### Routing congestion, run 1

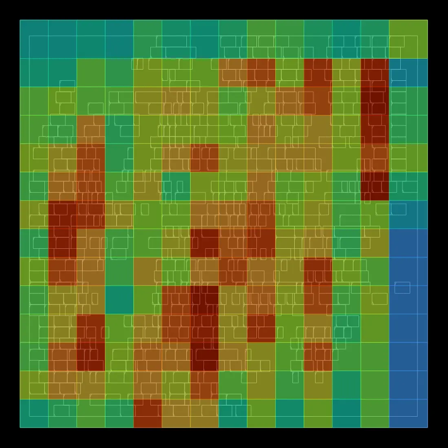
### Wire density map, run 1

Scale bar: 20 µm. 20 x 20 tiles, from dark purple (low) to yellow (high), scaled to the fullest tile. Values are wire area over tile area, all layers added.
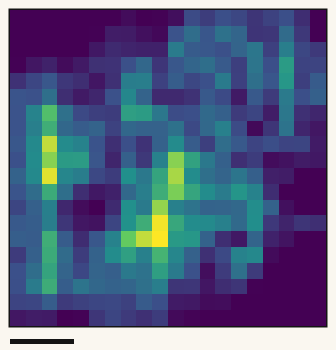
### Port wiring, run 1

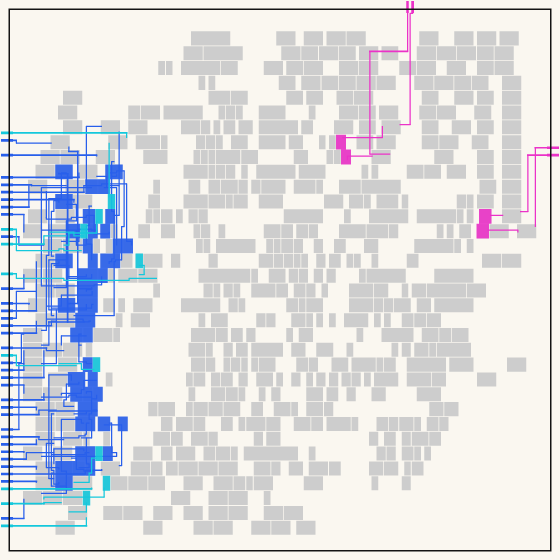
===== config.mk =====
export PLATFORM = sky130hd
export DESIGN_NAME = sram_arbiter
export DESIGN_NICKNAME = d
export VERILOG_FILES = /design/src/rtl/sram_arbiter_pkg.sv /design/src/rtl/rr_pick.sv /design/src/rtl/sram_arbiter.sv
export SDC_FILE = /design/constraint.sdc
export NUM_CORES = 1
export LEC_CHECK = 0
export CORE_MARGIN = 2
export CORE_UTILIZATION = 35
export CTS_BUF_LIST = sky130_fd_sc_hd__clkbuf_8
export DETAILED_ROUTE_END_ITERATION = 6
export GPL_ROUTABILITY_DRIVEN = 0
export PLACE_DENSITY = 0.68
export SYNTH_ARGS = -nofsm -noshare
export SYNTH_HDL_FRONTEND = slang
export SYNTH_SLANG_ARGS = --single-unit

===== constraint.sdc =====
create_clock -name clk -period 20.5 [get_ports clk]
set_clock_uncertainty 0.15 [all_clocks]
set_input_delay 4.1 -clock clk [delete_from_list [all_inputs] [get_ports clk]]
set_output_delay 4.1 -clock clk [all_outputs]
set_load 0.005 [all_outputs]

===== src/rtl/sram_arbiter_pkg.sv =====
// rtl/sram_arbiter_pkg.sv - shared constants and access-conflict rule for sram_arbiter
package sram_arbiter_pkg;

  localparam int IDW = 4;

  // Same address with at least one write; two reads of one word may share a cycle
  function automatic logic is_conflict(input logic same_addr, input logic wr_a, input logic wr_b);
    return same_addr & (wr_a | wr_b);
  endfunction

endpackage


===== src/rtl/rr_pick.sv =====
// rtl/rr_pick.sv - cyclic first-set-bit finder starting at a given index
module rr_pick
  import sram_arbiter_pkg::*;
#(
  parameter int N = 4
) (
  input  logic [IDW-1:0] start_i,
  input  logic [N-1:0]   mask_i,
  output logic           found_o,
  output logic [IDW-1:0] idx_o
);

  logic [N-1:0]   rot;
  logic [IDW-1:0] off;
  logic [IDW:0]   sum;

  always_comb begin
    // Rotate so that the start index lands on bit 0, then take the lowest set bit
    rot     = N'({mask_i, mask_i} >> start_i);
    found_o = 1'b0;
    off     = '0;
    for (int k = N - 1; k >= 0; k--) begin
      if (rot[k]) begin
        found_o = 1'b1;
        off     = IDW'(k);
      end
    end
    sum = {1'b0, start_i} + {1'b0, off};
    if (sum >= (IDW + 1)'(N)) begin
      sum = sum - (IDW + 1)'(N);
    end
    idx_o = sum[IDW-1:0];
  end

endmodule


===== src/rtl/sram_arbiter.sv =====
// rtl/sram_arbiter.sv - round-robin arbiter mapping nreq requesters onto a dual-port SRAM
module sram_arbiter
  import sram_arbiter_pkg::*;
#(
  parameter int nreq   = 4,
  parameter int nbits  = 8,
  parameter int nwords = 8,
  parameter int naddrb = $clog2(nwords)
) (
  input  logic                   clk,
  input  logic                   rst,
  input  logic [nreq-1:0]        req_valid,
  input  logic [nreq-1:0]        req_wr,
  input  logic [nreq*naddrb-1:0] req_addr,
  input  logic [nreq*nbits-1:0]  req_data,
  output logic [nreq-1:0]        req_grant,
  output logic [nreq-1:0]        rsp_valid,
  output logic [nreq*nbits-1:0]  rsp_data,
  output logic                   mem_rden_1,
  output logic                   mem_wren_1,
  output logic [naddrb-1:0]      mem_addr_1,
  output logic [nbits-1:0]       mem_data_1,
  input  logic [nbits-1:0]       mem_q_1,
  output logic                   mem_rden_2,
  output logic                   mem_wren_2,
  output logic [naddrb-1:0]      mem_addr_2,
  output logic [nbits-1:0]       mem_data_2,
  input  logic [nbits-1:0]       mem_q_2
);

  logic [IDW-1:0]    rr_ptr_q, rr_ptr_d;
  logic [1:0]        pend_q, pend_d;
  logic [IDW-1:0]    id1_q, id1_d, id2_q, id2_d;

  logic              found1, found2, g1, g2, wr1, wr2;
  logic [IDW-1:0]    win1, win2, start2;
  logic [nreq-1:0]   mask2;
  logic [naddrb-1:0] addr1, addr2;
  logic [nbits-1:0]  data1, data2;

  function automatic logic [IDW-1:0] wrap_inc(input logic [IDW-1:0] v);
    return (v == IDW'(nreq - 1)) ? '0 : v + IDW'(1);
  endfunction

  rr_pick #(.N(nreq)) u_pick1 (
    .start_i (rr_ptr_q),
    .mask_i  (req_valid),
    .found_o (found1),
    .idx_o   (win1)
  );

  always_comb begin
    wr1   = 1'b0;
    addr1 = '0;
    data1 = '0;
    for (int i = 0; i < nreq; i++) begin
      if (win1 == IDW'(i)) begin
        wr1   = req_wr[i];
        addr1 = req_addr[i*naddrb +: naddrb];
        data1 = req_data[i*nbits +: nbits];
      end
    end
  end

  // Port 2 may take anyone except the port-1 winner and requests that collide with it
  always_comb begin
    mask2 = '0;
    for (int i = 0; i < nreq; i++) begin
      mask2[i] = req_valid[i] && (win1 != IDW'(i)) &&
                 !is_conflict(req_addr[i*naddrb +: naddrb] == addr1, req_wr[i], wr1);
    end
  end

  assign start2 = wrap_inc(win1);

  rr_pick #(.N(nreq)) u_pick2 (
    .start_i (start2),
    .mask_i  (mask2),
    .found_o (found2),
    .idx_o   (win2)
  );

  always_comb begin
    wr2   = 1'b0;
    addr2 = '0;
    data2 = '0;
    for (int i = 0; i < nreq; i++) begin
      if (win2 == IDW'(i)) begin
        wr2   = req_wr[i];
        addr2 = req_addr[i*naddrb +: naddrb];
        data2 = req_data[i*nbits +: nbits];
      end
    end
  end

  assign g1 = found1 & ~rst;
  assign g2 = found2 & ~rst;

  always_comb begin
    req_grant = '0;
    for (int i = 0; i < nreq; i++) begin
      req_grant[i] = (g1 && (win1 == IDW'(i))) || (g2 && (win2 == IDW'(i)));
    end
  end

  assign mem_rden_1 = g1 & ~wr1;
  assign mem_wren_1 = g1 & wr1;
  assign mem_addr_1 = g1 ? addr1 : '0;
  assign mem_data_1 = g1 ? data1 : '0;
  assign mem_rden_2 = g2 & ~wr2;
  assign mem_wren_2 = g2 & wr2;
  assign mem_addr_2 = g2 ? addr2 : '0;
  assign mem_data_2 = g2 ? data2 : '0;

  always_comb begin
    rr_ptr_d = rr_ptr_q;
    if (g2) begin
      rr_ptr_d = wrap_inc(win2);
    end else if (g1) begin
      rr_ptr_d = wrap_inc(win1);
    end
    pend_d = {mem_rden_2, mem_rden_1};
    id1_d  = pend_d[0] ? win1 : '0;
    id2_d  = pend_d[1] ? win2 : '0;
  end

  always_ff @(posedge clk) begin
    if (rst) begin
      rr_ptr_q <= '0;
      pend_q   <= '0;
      id1_q    <= '0;
      id2_q    <= '0;
    end else begin
      rr_ptr_q <= rr_ptr_d;
      pend_q   <= pend_d;
      id1_q    <= id1_d;
      id2_q    <= id2_d;
    end
  end

  // SRAM read data arrives one cycle after the grant; route it back to the recorded id
  always_comb begin
    rsp_valid = '0;
    rsp_data  = '0;
    for (int i = 0; i < nreq; i++) begin
      if (!rst && pend_q[0] && (id1_q == IDW'(i))) begin
        rsp_valid[i]              = 1'b1;
        rsp_data[i*nbits +: nbits] = mem_q_1;
      end
      if (!rst && pend_q[1] && (id2_q == IDW'(i))) begin
        rsp_valid[i]              = 1'b1;
        rsp_data[i*nbits +: nbits] = mem_q_2;
      end
    end
  end

endmodule


==> results.ini, run 1 <==
[outcome]
status=completed

[final_layout]
synthToLayoutAreaGrowth_pct=45.1
diodes=0
lay_top_cells=clkdlybuf4s50_1 (135), nor2_1 (57), a22o_1 (35)
nets=650
fillCellCount=843
drive_gt1_share_pct=7.10
final_core_util_pct=52.6
logic_area_um2=2670
reg.largest.list=id1_q: 4 flops, id2_q: 4 flops, rr_ptr_q: 4 flops
finish.instance_area_um2=4590
mostFrequentLayoutCell=clkdlybuf4s50_1

[grt]
global_route.overflow_total=0
grt_pass1_wl_um=20100
grt_max_degree=40

[setup_path]
cpPeakStageDelay_ns=0.70
setup.worst_path.start_class=input pin
critical-path-slowest-cell=ha_1
critPathKind=input pin to primary output
r2r_start=rr_ptr_q[2]
r2r_cells=24
cp.required_ns=16.25

[logic_synthesis]
postSynth.asyncResetShare_pct=0
adder_share_pct=6.81
synth_area_um2=3160
edf_count=0
top_logic_kind=AND-OR/OR-AND gates
top_cells_by_area=a22o_1 (9.7%), dfxtp_1 (8.9%), nor2_1 (6.8%)
ys_seq_share_pct=8.86
synth.top_cell.area_share_pct=9.70
synth.cellmix.compoundShare_pct=45.3
yosys_cells=448
simple_gate_share_pct=28.8
mux_area_share_pct=2.10
syn_nets=534
flop_cell=dfxtp_1
avgSynthCellArea_um2=7.06
synth_area_leader_cell=a22o_1
yosysWarnings=0
synth_cell_types=78
synth_flop_count=14
netlist_instances=448

[min_path]
worstHoldStart=rr_ptr_q[3]
hp-class=flop to flop
hold_depth=3

[place]
place_ws_ns=3.82
dp.final_hpwl_um=9800
dpl_cell_area_um2=4530

[final_timing]
slew_viol_final=0
slew_headroom_pct=42.8
max_slew.worst_pin.slew_ns=0.858
rsz0062_at_grt=no
setup_viol=0
fin_setup_tns_ns=0

[cts]
ctsResizeCount=0
cts_tree=built
ctsHoldBuffers=0
cts_root_buffer=clkbuf_8
cts_max_path_buffers=2
htreeDepth=1
cts.sinks=14

[die]
die_y_um=99.0
die_w_um=99.0
core_area_um2=8720
fp_util_pct=36.3
die_area_um2=9810
num_rows=34

[run]
drv_cap=0

[detailed_routing]
wl_um=12400
drt_first_pass_iters=5
drc_errors=0

Back to the opening pictures, 'Routing congestion':
met1 Track Usage GR: 31.5%
Wirelength per Cell: 18.5 µm
Most Used Layer, Global Route: met2

Back to the opening pictures, 'Wire density map':
9.2% of the tiles are over half the peak. The mean over all tiles is 0.21. The fullest tile reaches 0.83.
GRT Overall Usage: 24.6%
DR vias: 4123

Back to the opening pictures, 'Port wiring':
Cyan shows mem_data_1, bits 8, direction output, edge west, end cells 8, wire 196 µm. Magenta shows rsp_valid, bits 4, direction output, edge 2 east, 2 north, end cells 4, wire 115 µm. Blue shows req_data, bits 32, direction input, edge west, end cells 40, wire 943 µm.
IO buf count: 135
IO Pins: 136

run 1: critical path: cells and delay by family:
family | cells | cell delay, ns
adders and majority gates | 5 | 2.29
AOI/OAI and AO/OA | 12 | 2.46
and+or+nand+nor | 8 | 2.21
xor gates and xnor gates | 1 | 0.26
buffers and inverters | 3 | 1.23
run 1: stage by stage:
stage               instances  hold WS, ns
floorplan                 448        0.500
global placement          667        0.607
detailed placement        667        0.605
CTS                       671        0.620
global route              671        0.662
finish                    671        0.628
run 1: worst max path at each step:
stage,startpoint,end,slack [ns]
after floorplan,req_valid[2],mem_addr_2[0],6.24
after global placement,req_valid[2],mem_data_2[6],4.09
after detailed placement,req_valid[2],mem_data_2[7],3.82
after CTS,req_valid[2],mem_data_2[7],3.81
after global routing,req_valid[2],mem_data_2[4],3.02
final,req_valid[2],mem_data_2[7],3.70
run 1: final cells by class:
cell class                      count  share of cell area [%]
Timing Repair Buffer              138                    29.9
Multi-Input combinational cell    386                    58.1
Tap cell                          108                    2.95
Clock buffer                        4                    1.20
Inverter                           21                    1.72
Sequential cell                    14                    6.11
run 1: routing by layer:
metal	wire (µm)	vias up	share of wire (%)	track usage (%)
met5	0	-	0	0
met4	274	0	2.2	6.22
met3	968	28	7.8	4.68
met2	6000	207	48	42.3
met1	5150	1918	42	31.5
li1	-	1970	-	-
### Cell classes on the final placement, run 1

Scale bar: 20 µm.
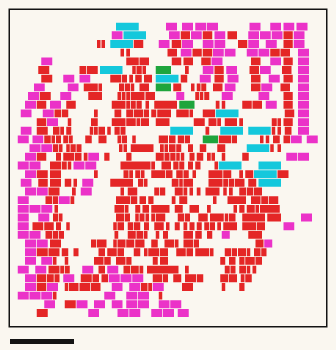

--- run 2 (diff from run 1) ---
- PLACE_DENSITY: 0.68 -> 0.71
- clock period: 20.5 -> 14.59 ns (I/O delays scaled with it)
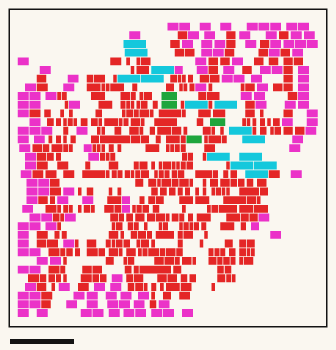
*Cell classes on the final placement, run 2*
Scale bar: 20 µm.
Green shows clock drivers and dummy loads, cells 4, share of their area 1.2%. Cyan shows flip-flops, cells 14, share of their area 6.3%. Magenta shows other buffers and delay cells, cells 140, share of their area 31%. Red shows all other logic, cells 407, share of their area 61%.
# rows: 34
Finished Cell Area: 4610 µm²
final cell utilization of the core: 52.8%
fraction of area in registers: 6.09%

==> results.ini, run 2 <==
[final_layout]
clockBufferCount=4
instances_no_fill=673
nets=652
logic_area_um2=2670
clock_cell_area_share_pct=1.20
logic_gates=386
fillCellCount=822
diodes=0
buf_share_pct=30.2
drive_gt1_share_pct=7.61
dominant_cells=multi-input combinational cells
design.seq.count=14
lay_top_cells=clkdlybuf4s50_1 (135), nor2_1 (57), a22o_1 (35)
n_all_buffers=140

[final_timing]
slew_viol_final=0
rsz0062_at_grt=no
slew_headroom_pct=51.7
setup_viol=0

[logic_synthesis]
avgSynthCellArea_um2=7.06
synth_area_um2=3160
synth.top_cell.area_share_pct=9.70
synth_flop_count=14
synth_cell_types=78
netlist_instances=448
edf_count=0
synth_area_leader_cell=a22o_1
top_cells_by_area=a22o_1 (9.7%), dfxtp_1 (8.9%), nor2_1 (6.8%)
yosys_cells=448
postSynth.asyncResetShare_pct=0

[setup_path]
r2r_start=rr_ptr_q[2]
cpPeakStageDelay_ns=0.67
cp.required_ns=11.52
r2r_cells=25
cp-endpoint=mem_addr_2[0]
path_depth=28
critPathKind=input pin to primary output
crit_family=adder cells

[detailed_routing]
topRoutingLayerUsed=met4
wl_per_cell_um=18.1
wl_um=12200
wl_met2_um=5880
met1Wirelength_um=5110
drc_errors=0

[run]
drv_cap=0

[min_path]
hold_depth=3
hp-class=flop to flop

[cts]
cts_max_path_buffers=2
cts_root_buffer=clkbuf_8

[die]
core_area_um2=8720
top_level_ports=136
die_w_um=99.0

[place]
dp.final_hpwl_um=9610
portBuffers=135

[grt]
use_met3_pct=4.61
grt_busiest_layer=met2
met2_usage_pct=42.4
global_route.overflow_total=0

[outcome]
status=completed

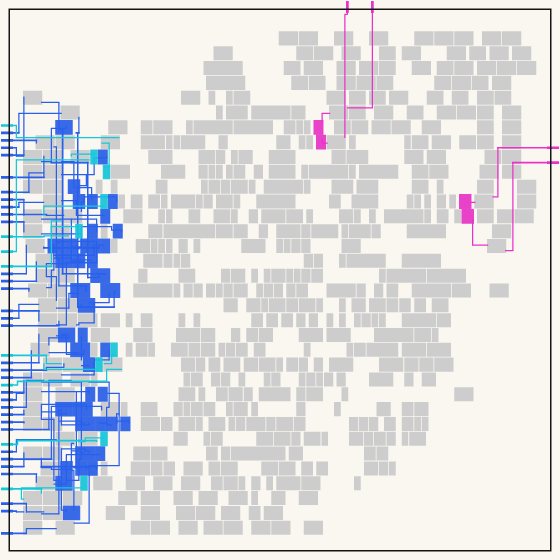
*Port wiring, run 2*

## run 2: worst reg2reg max path: stages, from the launching register on
cell      delay (ns)
dfxtp_1         0.63
inv_1           0.12
a311oi_1        0.45
or3_1           0.17
a21oi_1         0.10
fa_1            0.63
ha_1            0.67
buf_4           0.37
a221oi_4        0.07
a21oi_1         0.40
a22o_1          0.24
o41ai_2         0.11
or2_2           0.30
a21boi_1        0.25
nor2_1          0.08
nand2_1         0.07
a21oi_1         0.07
ha_1            0.21
fa_1            0.51
xnor2_1         0.29
ha_1            0.33
o21ai_0         0.22
a41oi_1         0.06
nor2_1          0.40
a211oi_1        0.17
mux2_1          0.30
## run 2: kinds of logic (layout without fill, tap and decap cells)
| kind of cell | after synthesis | in the layout | synth area share, % |
|---|---|---|---|
| AND-OR/OR-AND | 191 | 191 | 45.3 |
| XOR/XNOR | 4 | 4 | 1.35 |
| multiplexers | 6 | 6 | 2.10 |
| flip-flops | 14 | 14 | 8.86 |
| AND/OR/NAND/NOR | 169 | 169 | 28.8 |
| buffers and inverters | 48 | 165 | 6.85 |
| adder cells (fa/ha/maj) | 16 | 16 | 6.81 |
## run 2: through the flow
step | instance area [µm²] | setup slack, ns | hold slack [ns]
2_1_floorplan | 3160 | 2.69 | 0.500
3_3_place_gp | 4550 | 0.778 | 0.596
3_5_place_dp | 4550 | 0.464 | 0.613
4_1_cts | 4600 | 0.468 | 0.633
5_1_grt | 4610 | 0.0321 | 0.677
6_report | 4610 | 0.459 | 0.621
## run 2: repair_timing
| action | CTS | global route |
|---|---|---|
| gates resized | 0 | 1 |
| endpoints found under the setup margin | 0 | 12 |
| buffers inserted | 0 | 0 |
| hold buffers | 0 | 0 |
### Sizing map, run 2

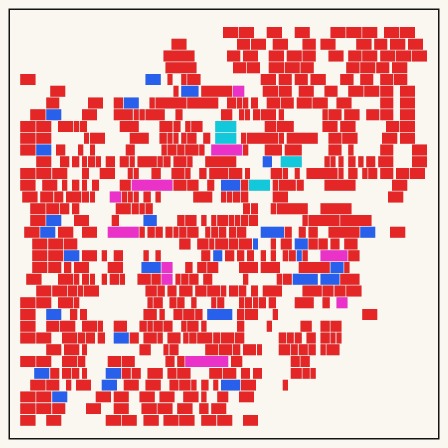

--- run 3 (diff from run 2) ---
- CAP_MARGIN: unset -> 20
- CORE_MARGIN: 2 -> 3
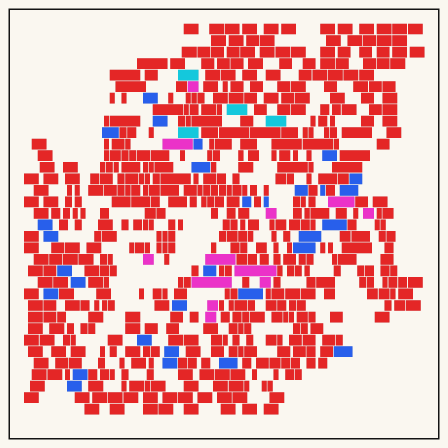
*Sizing map, run 3*
Blue shows drive 2, cells 30. Cyan shows drive 6 and up, cells 4. Red shows drive 1 or less, cells 521. Magenta shows drive 3 to 4, cells 12.
Finished Cell Area: 4620 µm²
Setup WS post-layout: 0.731 ns
Buffers excl. clock: 142
P&R area growth vs syn: 46.2%

==> results.ini, run 3 <==
[logic_synthesis]
yosys_area_um2=3160
synth_flop_count=14
syn_nets=534
ys_seq_share_pct=8.86
yosysWarnings=0
avgSynthCellArea_um2=7.06
yosys_cells=448
synth_area_leader_cell=a22o_1
synth.most_common_cell=nor2_1
flop_cell=dfxtp_1
synth_area_um2=3160
postSynth.asyncResetShare_pct=0
synth_cell_types=78
top_cells_by_area=a22o_1 (9.7%), dfxtp_1 (8.9%), nor2_1 (6.8%)
synth.top_cell.area_share_pct=9.70
edf_count=0
netlist_instances=448
common_cells=nor2_1 (57), a22o_1 (35), nand2_1 (34)

[final_timing]
max_slew.worst_pin.slew_ns=0.707
timing.final.hold_violations=0
period_minus_slack_ns=13.86
rsz0062_at_grt=no
whs_ns=0.633
fmax_mhz=72.2
fin_setup_tns_ns=0
setup_viol=0
slew_viol_final=0
finalClockPeriodUsage_pct=95.0
slew_headroom_pct=52.7

[setup_path]
reg2reg_to=rr_ptr_q[3]
setup.worst_path.start_class=input pin
r2r_start=rr_ptr_q[2]
critPathCaptureType=primary output
critical-path-slowest-cell=clkdlybuf4s50_1
r2r_setup_slack_ns=7.40
cp-endpoint=mem_data_2[5]
cp.required_ns=11.52
cpPeakStageDelay_ns=0.59
critPathKind=input pin to primary output
cp_max_fo=11
r2r_cells=25
startpoint=req_valid[2]
cp.arrival_ns=10.79

[detailed_routing]
vias=4123
avgViaCountPerCell=6.11
drt-initial-drc-count=345
wl_um=12200
postRouteAntennaNets=0
drc_errors=0
drt_first_pass_iters=6

[grt]
global_route.overflow_total=0
grt_pass1_vias=3884
grt.total_usage_pct=23.1
grt_max_degree=23
grt_pass1_wl_um=19700
grt_antenna_before_repair=0

[cts]
cts_tree=built
htreeDepth=1
numCtsBuffers=3
cts_max_path_buffers=2
cts_root_buffer=clkbuf_8
ctsHoldBuffers=0
cts.sinks=14
clock_latency_ns=0.24
clkTransAtPathRegs_ns=0.06
cts_setup_buffers=0
ctsResizeCount=0

[die]
die_area_um2=10200
core_area_um2=8760
top_level_ports=136
die_y_um=101
die_w_um=101
num_rows=34
fp_util_pct=36.1

[place]
portBuffers=135
dp.final_hpwl_um=9630

[run]
warnings=32
drv_cap=0

[final_layout]
lay_top_cells=clkdlybuf4s50_1 (135), nor2_1 (57), a22o_1 (35)
reg.largest.list=id1_q: 4 flops, id2_q: 4 flops, rr_ptr_q: 4 flops
mostFrequentLayoutCell=clkdlybuf4s50_1
diodes=0
drive_gt1_share_pct=8.11
nets=654

[min_path]
whs_endpoint=rr_ptr_q[3]
hp-class=flop to flop
hold_depth=3
worstHoldStart=rr_ptr_q[3]

[outcome]
status=completed

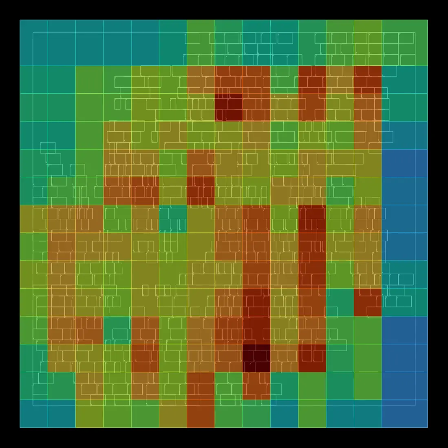
*Routing congestion, run 3*
met3 Use GR: 3.25%
Wirelength per Cell: 18.0 µm

[run 3: cell count changes in the layout (fill, tap and decap cells not counted)]
cell	change
ha_2	+1
buf_4	+2
ha_1	-1
[run 3: critical path, delay by kind of cell]
kind | cells | cell delay [ns]
AND-OR/OR-AND | 11 | 1.92
XOR/XNOR | 1 | 0.27
AND/OR/NAND/NOR | 10 | 2.24
adder cells (fa/ha/maj) | 5 | 1.96
buffers and inverters | 4 | 1.47
[run 3: area by class of cell]
type	instances	area (µm²)
Multi-Input combinational cell	386	2670
Fill cell	858	4140
Timing Repair Buffer	142	1400
Sequential cell	14	280
Inverter	21	78.8
Clock buffer	4	55.1
Tap cell	108	135
[run 3: cells by family (layout without fill, tap and decap cells)]
| kind of cell | Yosys count | count (layout) | share of synthesized area [%] |
|---|---|---|---|
| flops | 14 | 14 | 8.86 |
| buf+inv | 48 | 167 | 6.85 |
| mux | 6 | 6 | 2.10 |
| simple gates | 169 | 169 | 28.8 |
| fa+ha+maj | 16 | 16 | 6.81 |
| compound gates | 191 | 191 | 45.3 |
| xor+xnor | 4 | 4 | 1.35 |
[run 3: stage by stage]
step	util (%)	instance area, µm²	setup WS [ns]	cells
finish	52.8	4620	0.731	675
global route	52.8	4620	0.0206	675
CTS	52.7	4620	0.746	675
detailed placement	52.1	4560	0.770	671
global placement	52.1	4560	1.01	671
floorplan	-	3160	2.69	448
[run 3: routing by layer]
metal	up-vias	wire length [µm]	GRT usage, %
met5	-	0	0
met4	0	149	4.81
met3	15	892	3.25
met2	188	6040	37.6
met1	1953	5100	32.2
li1	1967	-	-
